File: config.mk
export PLATFORM = sky130hd
export DESIGN_NAME = rst_pulse_rx_flat
export DESIGN_NICKNAME = d
export VERILOG_FILES = /design/src/rtl/rst_pulse_rx_if.sv /design/src/rtl/rst_pulse_rx.sv /design/src/flat_wrapper.sv
export SDC_FILE = /design/constraint.sdc
export NUM_CORES = 1
export LEC_CHECK = 0
export ABC_AREA = 1
export CELL_PAD_IN_SITES_DETAIL_PLACEMENT = 1
export CELL_PAD_IN_SITES_GLOBAL_PLACEMENT = 1
export CORE_MARGIN = 2
export CORE_UTILIZATION = 30
export DETAILED_ROUTE_END_ITERATION = 10
export PLACE_DENSITY = 0.69
export SETUP_SLACK_MARGIN = 0.3
export SYNTH_ARGS = -nofsm -noshare
export SYNTH_HDL_FRONTEND = slang
export SYNTH_SLANG_ARGS = --single-unit
export TNS_END_PERCENT = 10
File: constraint.sdc
create_clock -name clk -period 2.9 [get_ports clk]
set_input_delay 0.435 -clock clk [delete_from_list [all_inputs] [get_ports clk]]
set_output_delay 0.435 -clock clk [all_outputs]
set_load 0.1 [all_outputs]
File: src/rtl/rst_pulse_rx_if.sv
// rst_pulse_rx_if: reset-pulse link between pulse generator and receiver.
// Signals: rst_pulse (req), stage_rst_n/busy/rst_done/glitch_err (status).
interface rst_pulse_rx_if #(
    parameter int N_STAGES = 4
);
    logic                rst_pulse;
    logic [N_STAGES-1:0] stage_rst_n;
    logic                busy;
    logic                rst_done;
    logic                glitch_err;

    modport master (
        output rst_pulse,
        input  stage_rst_n,
        input  busy,
        input  rst_done,
        input  glitch_err
    );

    modport slave (
        input  rst_pulse,
        output stage_rst_n,
        output busy,
        output rst_done,
        output glitch_err
    );
endinterface

File: src/rtl/rst_pulse_rx.sv
// rst_pulse_rx: qualifies a reset pulse, holds per-domain resets, then
// releases them in ascending order at STAGE_GAP spacing.
// Ports: clk, rst (async active-low), bus (slave): rst_pulse in;
//   stage_rst_n, busy, rst_done, glitch_err out (all registered).
// Option: RST_PULSE_FILTER_EN builds the PULSE_MIN width filter.
module rst_pulse_rx #(
    parameter int PULSE_MIN = 10,
    parameter int N_STAGES  = 4,
    parameter int STAGE_GAP = 8
) (
    input logic           clk,
    input logic           rst,
    rst_pulse_rx_if.slave bus
);
    localparam int GW = (STAGE_GAP > 1) ? $clog2(STAGE_GAP) : 1;
    localparam int IW = (N_STAGES > 1) ? $clog2(N_STAGES) : 1;
    // Illegal parameter sets never leave IDLE.
    localparam bit CFG_OK = (PULSE_MIN >= 1) && (N_STAGES >= 1)
                            && (STAGE_GAP >= 1);
    localparam logic [N_STAGES-1:0] ALL_ONES = {N_STAGES{1'b1}};

`ifdef RST_PULSE_FILTER_EN
    typedef enum logic [2:0] {
        IDLE    = 3'd0,
        HOLD    = 3'd1,
        RELEASE = 3'd2,
        DONE    = 3'd3,
        CAPTURE = 3'd4
    } state_t;
    localparam int WW = $clog2(PULSE_MIN + 1);
    localparam bit SHORT_MIN = (PULSE_MIN <= 1);
`else
    typedef enum logic [2:0] {
        IDLE    = 3'd0,
        HOLD    = 3'd1,
        RELEASE = 3'd2,
        DONE    = 3'd3
    } state_t;
`endif

    state_t              state_q;
    state_t              state_d;
    state_t              entry_st;
    logic                p_q;
    logic                trig;
    logic                tick;
    logic                last_rel;
    logic [N_STAGES-1:0] stage_q;
    logic [N_STAGES-1:0] stage_d;
    logic [GW-1:0]       gcnt_q;
    logic [GW-1:0]       gcnt_d;
    logic [IW-1:0]       idx_q;
    logic [IW-1:0]       idx_d;
    logic                done_q;
    logic                done_d;
    logic                busy_q;
    logic                busy_d;

    assign trig     = p_q && CFG_OK;
    assign tick     = (gcnt_q == GW'(STAGE_GAP - 1));
    assign last_rel = tick && (idx_q == IW'(N_STAGES - 1));

    // A pulse (or re-trigger) enters CAPTURE when filtering, else HOLD.
    always_comb begin
        entry_st = HOLD;
`ifdef RST_PULSE_FILTER_EN
        if (!SHORT_MIN) entry_st = CAPTURE;
`endif
    end

`ifdef RST_PULSE_FILTER_EN
    logic [WW-1:0] wcnt_q;
    logic [WW-1:0] wcnt_d;
    logic          glitch_q;
    logic          glitch_d;
`endif

    always_ff @(posedge clk or negedge rst) begin
        if (!rst) begin
            state_q <= IDLE;
        end else begin
            state_q <= state_d;
        end
    end

    always_comb begin
        state_d = state_q;
        unique case (state_q)
            IDLE: begin
                if (trig) state_d = entry_st;
            end
`ifdef RST_PULSE_FILTER_EN
            CAPTURE: begin
                if (!p_q) begin
                    state_d = (stage_q == ALL_ONES) ? IDLE : RELEASE;
                end else if (int'(wcnt_q) >= PULSE_MIN - 1) begin
                    state_d = HOLD;
                end
            end
`endif
            HOLD: begin
                if (!p_q) state_d = RELEASE;
            end
            RELEASE: begin
                if (trig) state_d = entry_st;
                else if (last_rel) state_d = DONE;
            end
            DONE: begin
                state_d = trig ? entry_st : IDLE;
            end
            default: state_d = IDLE;
        endcase
    end

    always_comb begin
        stage_d = stage_q;
        gcnt_d  = gcnt_q;
        idx_d   = idx_q;
        unique case (state_q)
`ifdef RST_PULSE_FILTER_EN
            CAPTURE: begin
                gcnt_d = '0;
                idx_d  = '0;
            end
`endif
            HOLD: begin
                gcnt_d = '0;
                idx_d  = '0;
            end
            RELEASE: begin
                if (trig) begin
                    stage_d = '0;
                    gcnt_d  = '0;
                    idx_d   = '0;
                end else if (tick) begin
                    for (int i = 0; i < N_STAGES; i++) begin
                        if (IW'(i) == idx_q) stage_d[i] = 1'b1;
                    end
                    gcnt_d = '0;
                    idx_d  = idx_q + 1'b1;
                end else begin
                    gcnt_d = gcnt_q + 1'b1;
                end
            end
            DONE: begin
                if (trig) stage_d = '0;
            end
            default: ;
        endcase
        if (state_d == HOLD) stage_d = '0;
        done_d = (state_d == DONE);
        busy_d = (state_d != IDLE);
    end

    always_ff @(posedge clk or negedge rst) begin
        if (!rst) begin
            p_q     <= 1'b0;
            stage_q <= ALL_ONES;
            gcnt_q  <= '0;
            idx_q   <= '0;
            done_q  <= 1'b0;
            busy_q  <= 1'b0;
        end else begin
            p_q     <= bus.rst_pulse;
            stage_q <= stage_d;
            gcnt_q  <= gcnt_d;
            idx_q   <= idx_d;
            done_q  <= done_d;
            busy_q  <= busy_d;
        end
    end

`ifdef RST_PULSE_FILTER_EN
    // wcnt counts consecutive high samples, saturating at its max.
    always_comb begin
        wcnt_d   = wcnt_q;
        glitch_d = glitch_q;
        if (state_q == CAPTURE) begin
            if (!p_q) begin
                glitch_d = 1'b1;
                wcnt_d   = '0;
            end else if (wcnt_q != {WW{1'b1}}) begin
                wcnt_d = wcnt_q + 1'b1;
            end
        end else if (state_d == CAPTURE) begin
            wcnt_d = WW'(1);
        end
    end

    always_ff @(posedge clk or negedge rst) begin
        if (!rst) begin
            wcnt_q   <= '0;
            glitch_q <= 1'b0;
        end else begin
            wcnt_q   <= wcnt_d;
            glitch_q <= glitch_d;
        end
    end

    assign bus.glitch_err = glitch_q;
`else
    assign bus.glitch_err = 1'b0;
`endif

    assign bus.stage_rst_n = stage_q;
    assign bus.busy        = busy_q;
    assign bus.rst_done    = done_q;
endmodule

File: src/flat_wrapper.sv
// flat-port wrapper written by rule: the top's interface ports become plain ports
module rst_pulse_rx_flat 
#(
    parameter int PULSE_MIN = 10,
    parameter int N_STAGES  = 4,
    parameter int STAGE_GAP = 8
)
  (clk, rst, bus_rst_pulse, bus_stage_rst_n, bus_busy, bus_rst_done, bus_glitch_err);
  rst_pulse_rx_if #(.N_STAGES(N_STAGES)) bus_i ();
  input logic clk;
  input logic rst;
  input wire logic [$bits(bus_i.rst_pulse)-1:0] bus_rst_pulse;
  output wire logic [$bits(bus_i.stage_rst_n)-1:0] bus_stage_rst_n;
  output wire logic [$bits(bus_i.busy)-1:0] bus_busy;
  output wire logic [$bits(bus_i.rst_done)-1:0] bus_rst_done;
  output wire logic [$bits(bus_i.glitch_err)-1:0] bus_glitch_err;
  assign bus_i.rst_pulse = bus_rst_pulse;
  assign bus_stage_rst_n = bus_i.stage_rst_n;
  assign bus_busy = bus_i.busy;
  assign bus_rst_done = bus_i.rst_done;
  assign bus_glitch_err = bus_i.glitch_err;
  rst_pulse_rx #(.PULSE_MIN(PULSE_MIN), .N_STAGES(N_STAGES), .STAGE_GAP(STAGE_GAP)) u_core (.clk(clk), .rst(rst), .bus(bus_i));
endmodule
==> out/qor.yml <==
fmax_ghz: 0.6460
grt_pass1_vias: 657
finalHoldViolations: 0
status: "finished clean"
tool_warnings: 29
fp.dieW_um: 55.59
dp_hpwl_mm: 1.219
first_pass_iters: 2
drv_cap: 0
grt_pass1_wl_mm: 2.787
syn_area_um2: 798.3
postSynth.asyncResetShare: 1.000
power.internal_w: 0.0002996
antenna_found_initial: 0
top_usage_layer: "met2"
ys_warn_count: 0
worstHoldPathType: "reg -> reg"
met1_length_um: 760
dpl-instance-area_um2: 897.1
die-area_um2: 3090
grt_use_met3: 0.05116
p_total_w: 0.0004702
cts_tree: "done"
power-top-group: "registers"
cts_resized: 0
clkTransAtPathRegs_ns: 0.10
ctsRootBufferMaster: "clkbuf_4"
period_needed_ns: 1.548
cpLargestDelayFamily: "flip-flops"
gp_congestion: 0.6807
hold_buffers: 0
p_sw_w: 0.0001706
synth_cell_type_count: 17
grt_start_max_net_pins: 16
flop_cell: "dfrtp_1"
ir_worst_vdd_mv: 0.2843
pre_cts_ws_ns: 1.504
dr_wl_met2_um: 711
wl_per_cell_um: 11.12
worstPathArrival_ns: 1.11
p_per_area_nw_per_um2: 507.1
holdWs_ns: 0.4650
slew_headroom: 0.5298
rsz0062_at_grt: "no"
via_per_inst: 4.518
use_met2: 0.1786
wl_mm: 1.546
clock_sinks: 15
seq_power_share: 0.498
numPortBuffers: 8
worst_pin_slew_ns: 0.7031
remaining_drc_errors: 0
grt_overflow: 0
synth.most_common_cell: "nand2_1"
area by class of cell:
cell class | count | area, µm²
timing repair buffer | 8 | 65.06
clock inverter | 1 | 7.507
fill | 308 | 1573
tap | 30 | 37.54
inverter | 17 | 63.81
sequential | 15 | 380.4
multi-input combinational | 65 | 350.3
clock buffer | 3 | 22.52
placed cells by master (no fill, tap or decap):
cell type / instances
clkdlybuf4s50_1: 2
nand3_4: 1
conb_1: 2
dfstp_2: 4
clkinvlp_4: 1
buf_4: 6
clkbuf_4: 3
nor2_4: 1
nand2_2: 2
nand2_1: 33
nor2_1: 3
nor2_2: 1
dfrtp_1: 11
inv_1: 15
o21ai_1: 2
inv_2: 2
ha_1: 6
o21ai_2: 1
nand3_1: 12
o22ai_1: 1
final timing paths:
check                                               start                         to  slack (ns)  cells past startpoint
worst max register to register           u_core.gcnt_q[0]  u_core.bus.stage_rst_n[2]        1.59                      7
worst max-delay path            u_core.bus.stage_rst_n[3]         bus_stage_rst_n[3]        1.35                      1
min in group asynchronous                             rst           u_core.gcnt_q[2]        0.56                      1
worst min-delay path            u_core.bus.stage_rst_n[1]  u_core.bus.stage_rst_n[1]        0.47                      2
max in group asynchronous                             rst            u_core.idx_q[1]        1.90                      1
worst min register to register  u_core.bus.stage_rst_n[1]  u_core.bus.stage_rst_n[1]        0.47                      2
flip-flops by register name (all words and copies together) (netlist names):
register / cells
u_core.bus.stage_rst_n: 4
u_core.gcnt_q: 3
u_core.state_q: 3
u_core.idx_q: 2
u_core.bus.busy: 1
u_core.bus.rst_done: 1
u_core.p_q: 1
kinds of logic after synthesis:
group / after synthesis / share of synthesized area
buffers and inverters: 18 / 0.08934
DFF: 15 / 0.4765
other: 1 / 0.004698
adders and majority gates: 6 / 0.09404
AOI/OAI and AO/OA: 4 / 0.03136
and+or+nand+nor: 53 / 0.3041
Figure 1. Clock distribution.
The bar under the picture is 20 µm long.
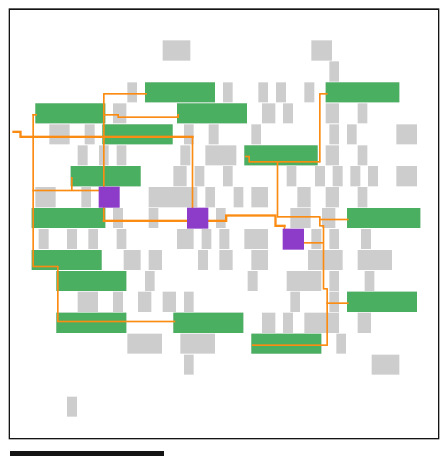
- green: flip-flops (count 15)
- orange: clock wires (length 220 µm)
- purple: clock-net drivers (count 3)
- routed clock nets: 4
worst-skew pair later-pin latency: 0.29 ns
Clk power: 0.000127 W
clock power share: 0.271
clk_skew: 0.002805 ns

Figure 2. Placed cells, one colour a class.
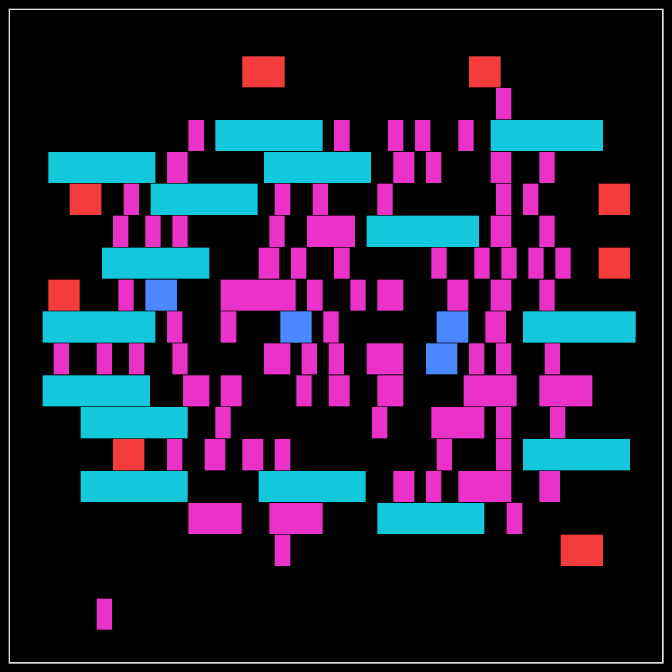
- cyan: registers (cells 15; share of their area 43%)
- red: remaining buffers and delay cells (cells 8; share of their area 7.3%)
- magenta: remaining logic cells (cells 82; share of their area 47%)
- blue: clock drivers and dummy loads (cells 4; share of their area 3.4%)
num rows: 18
register share of the cell area: 0.4103
core area: 2500 µm²
final core occ: 0.3709
final instance area: 927.1 µm²

Figure 3. Selected gate families.
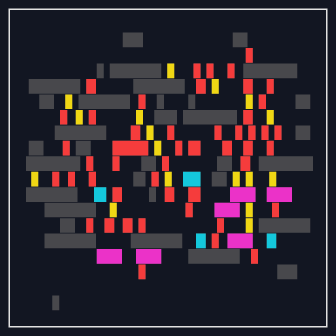
- cyan: aoi and oai cells (cells 4; most used o21ai_1)
- yellow: inv cells (cells 17; most used inv_1)
- red: nand cells (cells 48; most used nand2_1)
- magenta: fa/ha/maj cells (cells 6; most used ha_1)
fin cells: 139
Comb/total area: 0.3779

Figure 4. Register map, names as in the netlist.
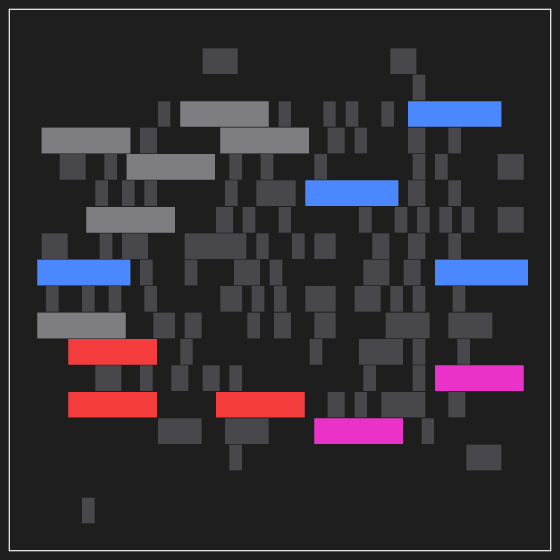
- red: `u_core.gcnt_q` (flops 3)
- blue: `u_core.bus.stage_rst_n` (flops 4)
- magenta: `u_core.idx_q` (flops 2)
FF+latch area: 380.4 µm²
Sequential Power: 0.000234 W

Figure 5. Clock nets.
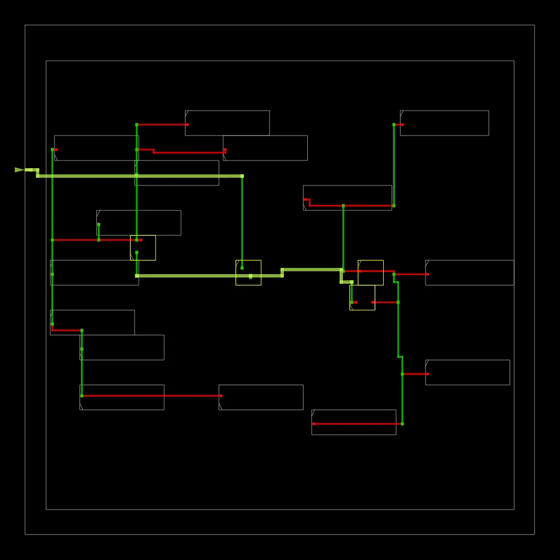
CTS buffer count: 3
Clock Buffer Count: 3
registers: 15

Power is estimated from default activity; no workload was simulated.
